==> run_1/metal_stack.png <==
(3 px per um) Only two layers are drawn.
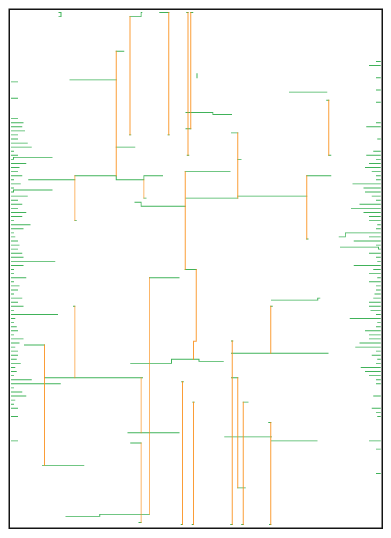
==> run_1/met4.png <==
(3 px per um) Supply wires on this layer in grey.
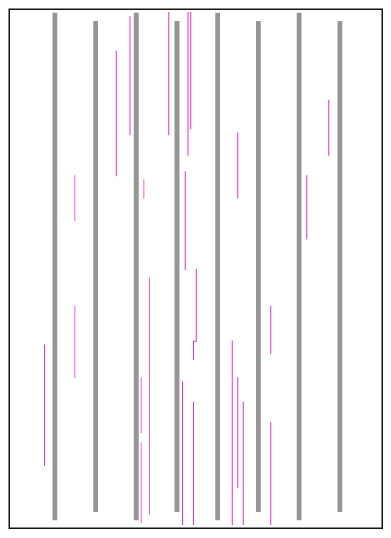
==> run_1/met1.png <==
(3 px per um) Supply wires on this layer in grey.
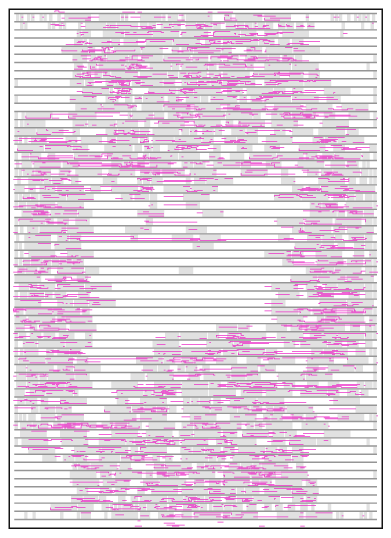
==> run_1/registers.png <==
(3 px per um) Other sequential cells in the stronger grey, the rest of the logic in the fainter grey.
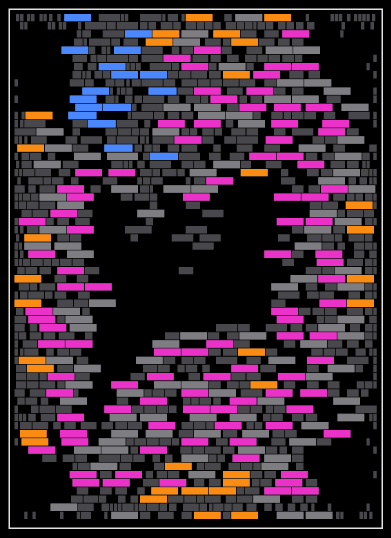
**config.mk**
```make
export PLATFORM = sky130hd
export DESIGN_NAME = stft_framer_flat
export DESIGN_NICKNAME = d
export VERILOG_FILES = /design/src/rtl/stft_framer_if.sv /design/src/rtl/stft_framer.sv /design/src/flat_wrapper.sv
export SDC_FILE = /design/constraint.sdc
export NUM_CORES = 1
export LEC_CHECK = 0
export CAP_MARGIN = 5
export CORE_ASPECT_RATIO = 1.4
export CORE_UTILIZATION = 49
export CTS_BUF_LIST = sky130_fd_sc_hd__clkbuf_4 sky130_fd_sc_hd__clkbuf_8
export CTS_CLUSTER_SIZE = 25
export DETAILED_ROUTE_END_ITERATION = 8
export PLACE_DENSITY = 0.94
export SYNTH_ARGS = -nofsm -noshare
export SYNTH_HDL_FRONTEND = slang
export SYNTH_SLANG_ARGS = --single-unit
```
**constraint.sdc**
```tcl
create_clock -name clk -period 2.1 [get_ports clk]
set_clock_uncertainty 0.05 [all_clocks]
set_input_delay 0.525 -clock clk [delete_from_list [all_inputs] [get_ports clk]]
set_output_delay 0.525 -clock clk [all_outputs]
set_load 0.1 [all_outputs]
```
**src/rtl/stft_framer_if.sv**
```systemverilog
// Handshake bundle for stft_framer: sample stream in, parallel frame out.
// master drives samples and frame_ready; slave is the framer.
interface stft_framer_if #(
  parameter int DATA_W = 32,
  parameter int CNT_W  = 16
) ();
  logic              in_valid;
  logic [DATA_W-1:0] in_data;
  logic              in_ready;
  logic              frame_valid;
  logic              frame_ready;
  logic [DATA_W-1:0] re_x0;
  logic [DATA_W-1:0] re_x1;
  logic [DATA_W-1:0] re_x2;
  logic [DATA_W-1:0] re_x3;
  logic [DATA_W-1:0] im_x0;
  logic [DATA_W-1:0] im_x1;
  logic [DATA_W-1:0] im_x2;
  logic [DATA_W-1:0] im_x3;
  logic [CNT_W-1:0]  frame_idx;

  modport master (
    output in_valid, in_data, frame_ready,
    input  in_ready, frame_valid, frame_idx,
    input  re_x0, re_x1, re_x2, re_x3,
    input  im_x0, im_x1, im_x2, im_x3
  );

  modport slave (
    input  in_valid, in_data, frame_ready,
    output in_ready, frame_valid, frame_idx,
    output re_x0, re_x1, re_x2, re_x3,
    output im_x0, im_x1, im_x2, im_x3
  );
endinterface

```
**src/rtl/stft_framer.sv**
```systemverilog
// STFT framer: serial samples -> held 4-sample frames with valid/ready.
// STFT_FRAMER_OVERLAP_EN selects hop 2 (50% overlap); default hop 4.
module stft_framer #(
  parameter int DATA_W = 32,
  parameter int CNT_W  = 16
) (
  input  logic         clk,
  input  logic         rst_n,
  stft_framer_if.slave bus
);

`ifdef STFT_FRAMER_OVERLAP_EN
  localparam logic [1:0] HOP_LAST = 2'd1;
`else
  localparam logic [1:0] HOP_LAST = 2'd3;
`endif

  typedef enum logic {FILL, HOP} state_t;

  state_t            state_q, state_d;
  logic [1:0]        cnt_q, cnt_d;
  logic [DATA_W-1:0] sr_q [4];
  logic [DATA_W-1:0] sr_d [4];
  logic [DATA_W-1:0] out_q [4];
  logic [DATA_W-1:0] out_d [4];
  logic              fv_q, fv_d;
  logic [CNT_W-1:0]  idx_q, idx_d;

  logic completing;
  logic ready;
  logic accept;
  logic xfer;
  logic load;

  always_comb begin
    state_d = state_q;
    cnt_d   = cnt_q;
    sr_d    = sr_q;
    out_d   = out_q;
    fv_d    = fv_q;
    idx_d   = idx_q;

    completing = (state_q == FILL) ? (cnt_q == 2'd3)
                                   : (cnt_q == HOP_LAST);
    // only a completing sample needs the output slot
    ready  = !(completing && fv_q && !bus.frame_ready);
    accept = bus.in_valid && ready;
    xfer   = fv_q && bus.frame_ready;
    load   = accept && completing;

    if (accept) begin
      sr_d[0] = sr_q[1];
      sr_d[1] = sr_q[2];
      sr_d[2] = sr_q[3];
      sr_d[3] = bus.in_data;
      if (completing) begin
        cnt_d   = 2'd0;
        state_d = HOP;
      end else begin
        cnt_d = cnt_q + 2'd1;
      end
    end

    if (load) begin
      out_d[0] = sr_q[1];
      out_d[1] = sr_q[2];
      out_d[2] = sr_q[3];
      out_d[3] = bus.in_data;
    end

    fv_d = load || (fv_q && !xfer);
    if (xfer) idx_d = idx_q + 1'b1;
  end

  always_ff @(posedge clk or negedge rst_n) begin
    if (!rst_n) begin
      state_q <= FILL;
      cnt_q   <= 2'd0;
      fv_q    <= 1'b0;
      idx_q   <= '0;
      for (int i = 0; i < 4; i++) begin
        sr_q[i]  <= '0;
        out_q[i] <= '0;
      end
    end else begin
      state_q <= state_d;
      cnt_q   <= cnt_d;
      fv_q    <= fv_d;
      idx_q   <= idx_d;
      for (int i = 0; i < 4; i++) begin
        sr_q[i]  <= sr_d[i];
        out_q[i] <= out_d[i];
      end
    end
  end

  assign bus.in_ready    = ready;
  assign bus.frame_valid = fv_q;
  assign bus.frame_idx   = idx_q;
  assign bus.re_x0       = out_q[0];
  assign bus.re_x1       = out_q[1];
  assign bus.re_x2       = out_q[2];
  assign bus.re_x3       = out_q[3];
  assign bus.im_x0       = '0;
  assign bus.im_x1       = '0;
  assign bus.im_x2       = '0;
  assign bus.im_x3       = '0;

endmodule
```
**src/flat_wrapper.sv**
```systemverilog
// flat-port wrapper written by rule: the top's interface ports become plain ports
module stft_framer_flat 
#(
  parameter int DATA_W = 32,
  parameter int CNT_W  = 16
)
  (clk, rst_n, bus_in_valid, bus_in_data, bus_frame_ready, bus_in_ready, bus_frame_valid, bus_frame_idx, bus_re_x0, bus_re_x1, bus_re_x2, bus_re_x3, bus_im_x0, bus_im_x1, bus_im_x2, bus_im_x3);
  stft_framer_if #(.DATA_W(DATA_W), .CNT_W(CNT_W)) bus_i ();
  input  logic clk;
  input  logic rst_n;
  input wire logic [$bits(bus_i.in_valid)-1:0] bus_in_valid;
  input wire logic [$bits(bus_i.in_data)-1:0] bus_in_data;
  input wire logic [$bits(bus_i.frame_ready)-1:0] bus_frame_ready;
  output wire logic [$bits(bus_i.in_ready)-1:0] bus_in_ready;
  output wire logic [$bits(bus_i.frame_valid)-1:0] bus_frame_valid;
  output wire logic [$bits(bus_i.frame_idx)-1:0] bus_frame_idx;
  output wire logic [$bits(bus_i.re_x0)-1:0] bus_re_x0;
  output wire logic [$bits(bus_i.re_x1)-1:0] bus_re_x1;
  output wire logic [$bits(bus_i.re_x2)-1:0] bus_re_x2;
  output wire logic [$bits(bus_i.re_x3)-1:0] bus_re_x3;
  output wire logic [$bits(bus_i.im_x0)-1:0] bus_im_x0;
  output wire logic [$bits(bus_i.im_x1)-1:0] bus_im_x1;
  output wire logic [$bits(bus_i.im_x2)-1:0] bus_im_x2;
  output wire logic [$bits(bus_i.im_x3)-1:0] bus_im_x3;
  assign bus_i.in_valid = bus_in_valid;
  assign bus_i.in_data = bus_in_data;
  assign bus_i.frame_ready = bus_frame_ready;
  assign bus_in_ready = bus_i.in_ready;
  assign bus_frame_valid = bus_i.frame_valid;
  assign bus_frame_idx = bus_i.frame_idx;
  assign bus_re_x0 = bus_i.re_x0;
  assign bus_re_x1 = bus_i.re_x1;
  assign bus_re_x2 = bus_i.re_x2;
  assign bus_re_x3 = bus_i.re_x3;
  assign bus_im_x0 = bus_i.im_x0;
  assign bus_im_x1 = bus_i.im_x1;
  assign bus_im_x2 = bus_i.im_x2;
  assign bus_im_x3 = bus_i.im_x3;
  stft_framer #(.DATA_W(DATA_W), .CNT_W(CNT_W)) u_core (.clk(clk), .rst_n(rst_n), .bus(bus_i));
endmodule
```
==> run summary, run 1 <==
yosys + openroad results -> Die Ht=~170 um, Main logic family=multiplexers, top post-synthesis cells by count=dfrtp_1, mux2_2, buf_4, mux2_4, buf_2, Init Core Util=49.9%, RSZ-0062 raised after global routing=false, top post-synthesis cells by area=dfrtp_1, mux2_2, buf_4, Yosys warning count=0, status=completed, Worst Path Arrival=1450 ps, GPL Wtd Cong=approximately 0.75, CP bufs+invs=2, CP endpoint kind=output port, CP startpoint=bus_frame_ready, worst min-delay path startpoint=u_core.bus.frame_idx[15], die width=124 um, # resized after CTS=2, Area growth syn-to-layout=26.1%, Die ar.=0.0214 mm2, number of synthesized flops with an enable pin=0, setup TNS=0 ps, Hold WC Path Type=reg -> reg, critical path depth in cells=3, largest net degree at the start of global routing=approximately 57
-- metal_stack.png (at the start) --
Key: green = met3 [wire length 946 um]; orange = met4 [wire length 818 um]
Routed WL: 19000 um
drt wl/cell: 16.2 um
GRT Total Usage: 18.3%

-- met4.png (at the start) --
The wires run mostly vertical. The longest straight run is 78.9 um. The layer carries 818 um of wire. The layer holds 4.3% of the routed length. 16 nets have wire on it.
DR vias: 5627

-- met1.png (at the start) --
The layer carries 7170 um of wire. The layer holds 38% of the routed length. The wires run mostly horizontal. 748 nets have wire on it. The longest straight run is 41.9 um.
GRT met1 Usage: 20.6%

-- registers.png (at the start) --
Key: orange = `u_core.bus.re_x3` [flops 32, where spread over the die]; magenta = `u_core.sr_q` [flops 96, where spread over the die]; blue = `u_core.bus.frame_idx` [flops 16, where top left]
Another 99 sequential cells are not coloured.
Final Util: 62.9%
sequential share of cell area: 47.5%
storage element area: 0.00609 mm2

-- run 1: metrics by stage --
stage,utilization [%],cells
finish,62.9,1172
global route,62.9,1172
CTS,62.9,1171
detailed placement,59.2,1110
global placement,59.2,1110
floorplan,-,798
-- run 1: routing by layer --
| metal | global-route usage, % | routed length, um | vias up |
|---|---|---|---|
| met4 | 9.19 | 818 | 0 |
| met3 | 3.50 | 945 | 57 |
| met5 | 0 | 0 | - |
| met1 | 20.6 | 7170 | 2860 |
| li1 | - | - | 2491 |
| met2 | 32.2 | 10000 | 219 |
-- run 1: registers in the layout (all words and copies together), names as in the netlist --
signal and cells:
u_core.sr_q 96, u_core.bus.re_x0 32, u_core.bus.frame_idx 16, u_core.cnt_q 2, u_core.bus.re_x2 32, u_core.bus.re_x3 32
u_core.bus.re_x1 32, u_core.bus.frame_valid 1
==> run 1 -> run 2 <==
GPL_TIMING_DRIVEN = 0   (was not set)
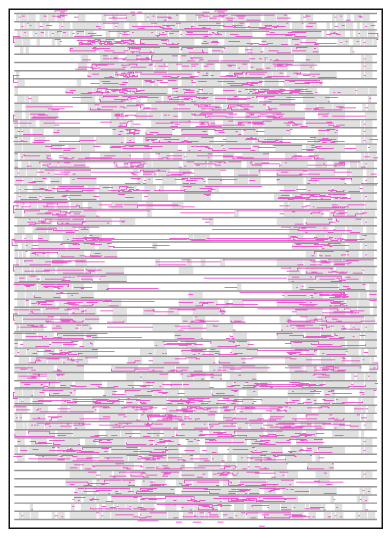
(run_2/met1.png)
(3 px per um) Supply wires on this layer in grey.
The longest straight run is 44.2 um. The layer holds 37% of the routed length. The wires run mostly horizontal.
DR vias: 6034
Routed WL: 21600 um
GRT met1 Usage: 23.5%

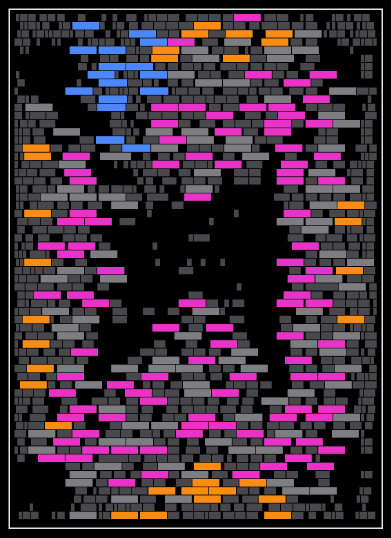
(run_2/registers.png)
(3 px per um) Other sequential cells in the stronger grey, the rest of the logic in the fainter grey.
Key: orange = `u_core.bus.re_x3` [flops 32, where spread over the die]; magenta = `u_core.sr_q` [flops 96, where spread over the die]; blue = `u_core.bus.frame_idx` [flops 16, where top left]
sequential share of cell area: 43.8%
Final Util: 68.1%

==> run 2 against run 1 <==
Count of clock-buffer cells in the layout is 5 higher. Non-clock buffer count increased by 124. Global-route usage increased by 2.5 points. Largest cell class unchanged.
==> run summary, run 2 <==
yosys + openroad results -> status=completed, GRT Total Usage=20.8% (+2.5 points), Biggest register=u_core.sr_q, largest net degree at the start of global routing=127 (+120%), storage element area=0.00609 mm2 (unchanged), number of synthesized flops with an enable pin=0 (unchanged), Die Ht=173 um (unchanged), die width=124 um (unchanged), Hold WC Path Type=in -> async, placed cells=1236 (+11%), non-filler cells, final=1304 (+11%), top post-synthesis cells by count=dfrtp_1, mux2_2, buf_4, mux2_4, buf_2, Worst Path Arrival=1480 ps (+30 ps), drt wl/cell=16.5 um (+2.1%), critical path depth in cells=1 (-2), top post-synthesis cells by area=dfrtp_1, mux2_2, buf_4, RSZ-0062 raised after global routing=false, CP endpoint kind=output port, setup TNS=0 ps (unchanged), GPL Wtd Cong=0.746 (-0.53%)
## run 2: worst min path at each step
stage	end	cells after the start
CTS	u_core.bus.re_x3[2]	1
global placement	u_core.bus.frame_idx[15]	1
floorplan	u_core.bus.frame_idx[0]	0
detailed placement	u_core.bus.frame_idx[15]	1
finish	u_core.bus.re_x1[27]	1
global route	u_core.bus.re_x1[27]	1
## run 2: routing by layer
metal	wire (um)	share of wire (%)	global-route usage [%]	vias up
met5	0	0	0	-
li1	-	-	-	2762
met4	786	3.6	9.14	0
met2	11700	54	37.2	228
met3	1150	5.3	4.09	55
met1	7870	37	23.5	2989
## run 2: repair_timing
item	in CTS	in global routing
gates cloned	0	0
pin swaps	1	1
gates resized	452	12
setup endpoints to repair	146	9
hold endpoints to repair	0	0
setup buffers	0	2
==> run 2 -> run 3 <==
CORE_UTILIZATION = 52   (was 49)
PLACE_DENSITY = 0.95   (was 0.94)
clock period = 2.5 ns   (was 2.1 ns; I/O delays follow)
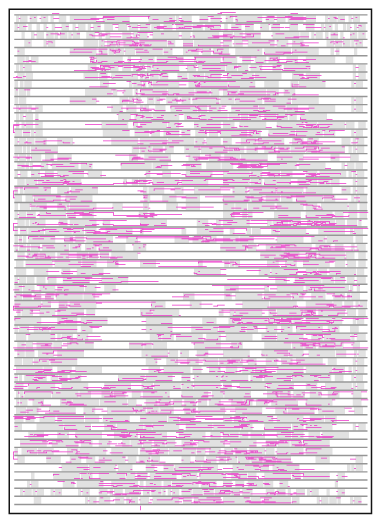
(run_3/met1.png)
(3 px per um) Supply wires on this layer in grey.
The layer holds 37% of the routed length. The wires run mostly horizontal. The longest straight run is 37.3 um. The layer carries 7800 um of wire.
Routed WL: 21100 um
DR vias: 5983
GRT met1 Usage: 23.9%

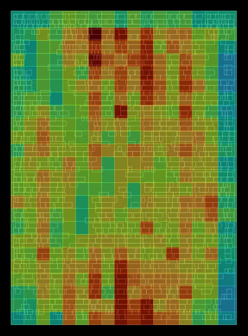
(run_3/final_congestion.png)
grt met2 use: 39.0%
drt wl/cell: 16.4 um

==> run 3 against run 2 <==
Register-to-register slack improved by 480 ps. Via count fell by 0.85%. Critical path depth stayed put. Design area shrank 3.0%.
==> run summary, run 3 <==
yosys + openroad results -> status=completed, top post-synthesis cells by count=dfrtp_1, mux2_2, buf_4, mux2_4, buf_2, non-filler cells, final=1290 (-1.1%), GR Layer Usage met3=4.46% (+0.37 points), Worst Path Arrival=1770 ps (+290 ps), placed cells=1229 (-0.57%), Biggest register=u_core.sr_q, CP endpoint kind=output port, critical path depth in cells=1 (unchanged), RSZ-0062 raised after global routing=false, setup TNS=0 ps (unchanged), cts hold-fix bufs=1, DR WL met3=1190 um (+3.5%), wire length on met2=11500 um (-2.2%), drt initial violations=168, largest net degree at the start of global routing=126 (-0.79%), # resized after CTS=153 (-66%), top post-synthesis cells by area=dfrtp_1, mux2_2, buf_4, Min-Delay Endpoint=u_core.bus.frame_idx[15], final instance area=0.0135 mm2, Post-Syn Instances=671, die width=120 um (-2.9%), Final Util=70.1% (+2.0 points), Setup Fix Bufs, Post-CTS=0 (unchanged), busiest grt layer=met2, Die Ht=168 um (-2.9%), number of synthesized flops with an enable pin=0 (unchanged), Worst-path clk slew=60 ps, Hold WC Path Type=reg -> reg, Die ar.=roughly 0.020 mm2, maxcap violations=0, Hold Path Stages=1, met1 wire length=7800 um (-0.95%), RR Endpoint=u_core.sr_q[34], GPL Wtd Cong=0.761 (+1.9%)
run 3: cell families (layout without fill, tap and decap cells):
logic type                 count (synthesis)  after routing
AOI/OAI and AO/OA                          1              1
xor gates and xnor gates                  15             15
adders and majority gates                  2              2
buffers and inverters                    153            397
DFF                                      243            243
muxes                                    226            226
other                                      1            128
and+or+nand+nor                           30             30
run 3: cell type report:
| type | count | area (um2) |
|---|---|---|
| buffer | 152 | 1140 |
| clock buffer | 59 | 724 |
| clock inverter | 1 | 8.76 |
| fill | 1359 | 5740 |
| inverter | 1 | 3.75 |
| multi-input combinational | 402 | 3530 |
| sequential | 243 | 6080 |
| tap | 248 | 310 |
| timing repair buffer | 184 | 1680 |
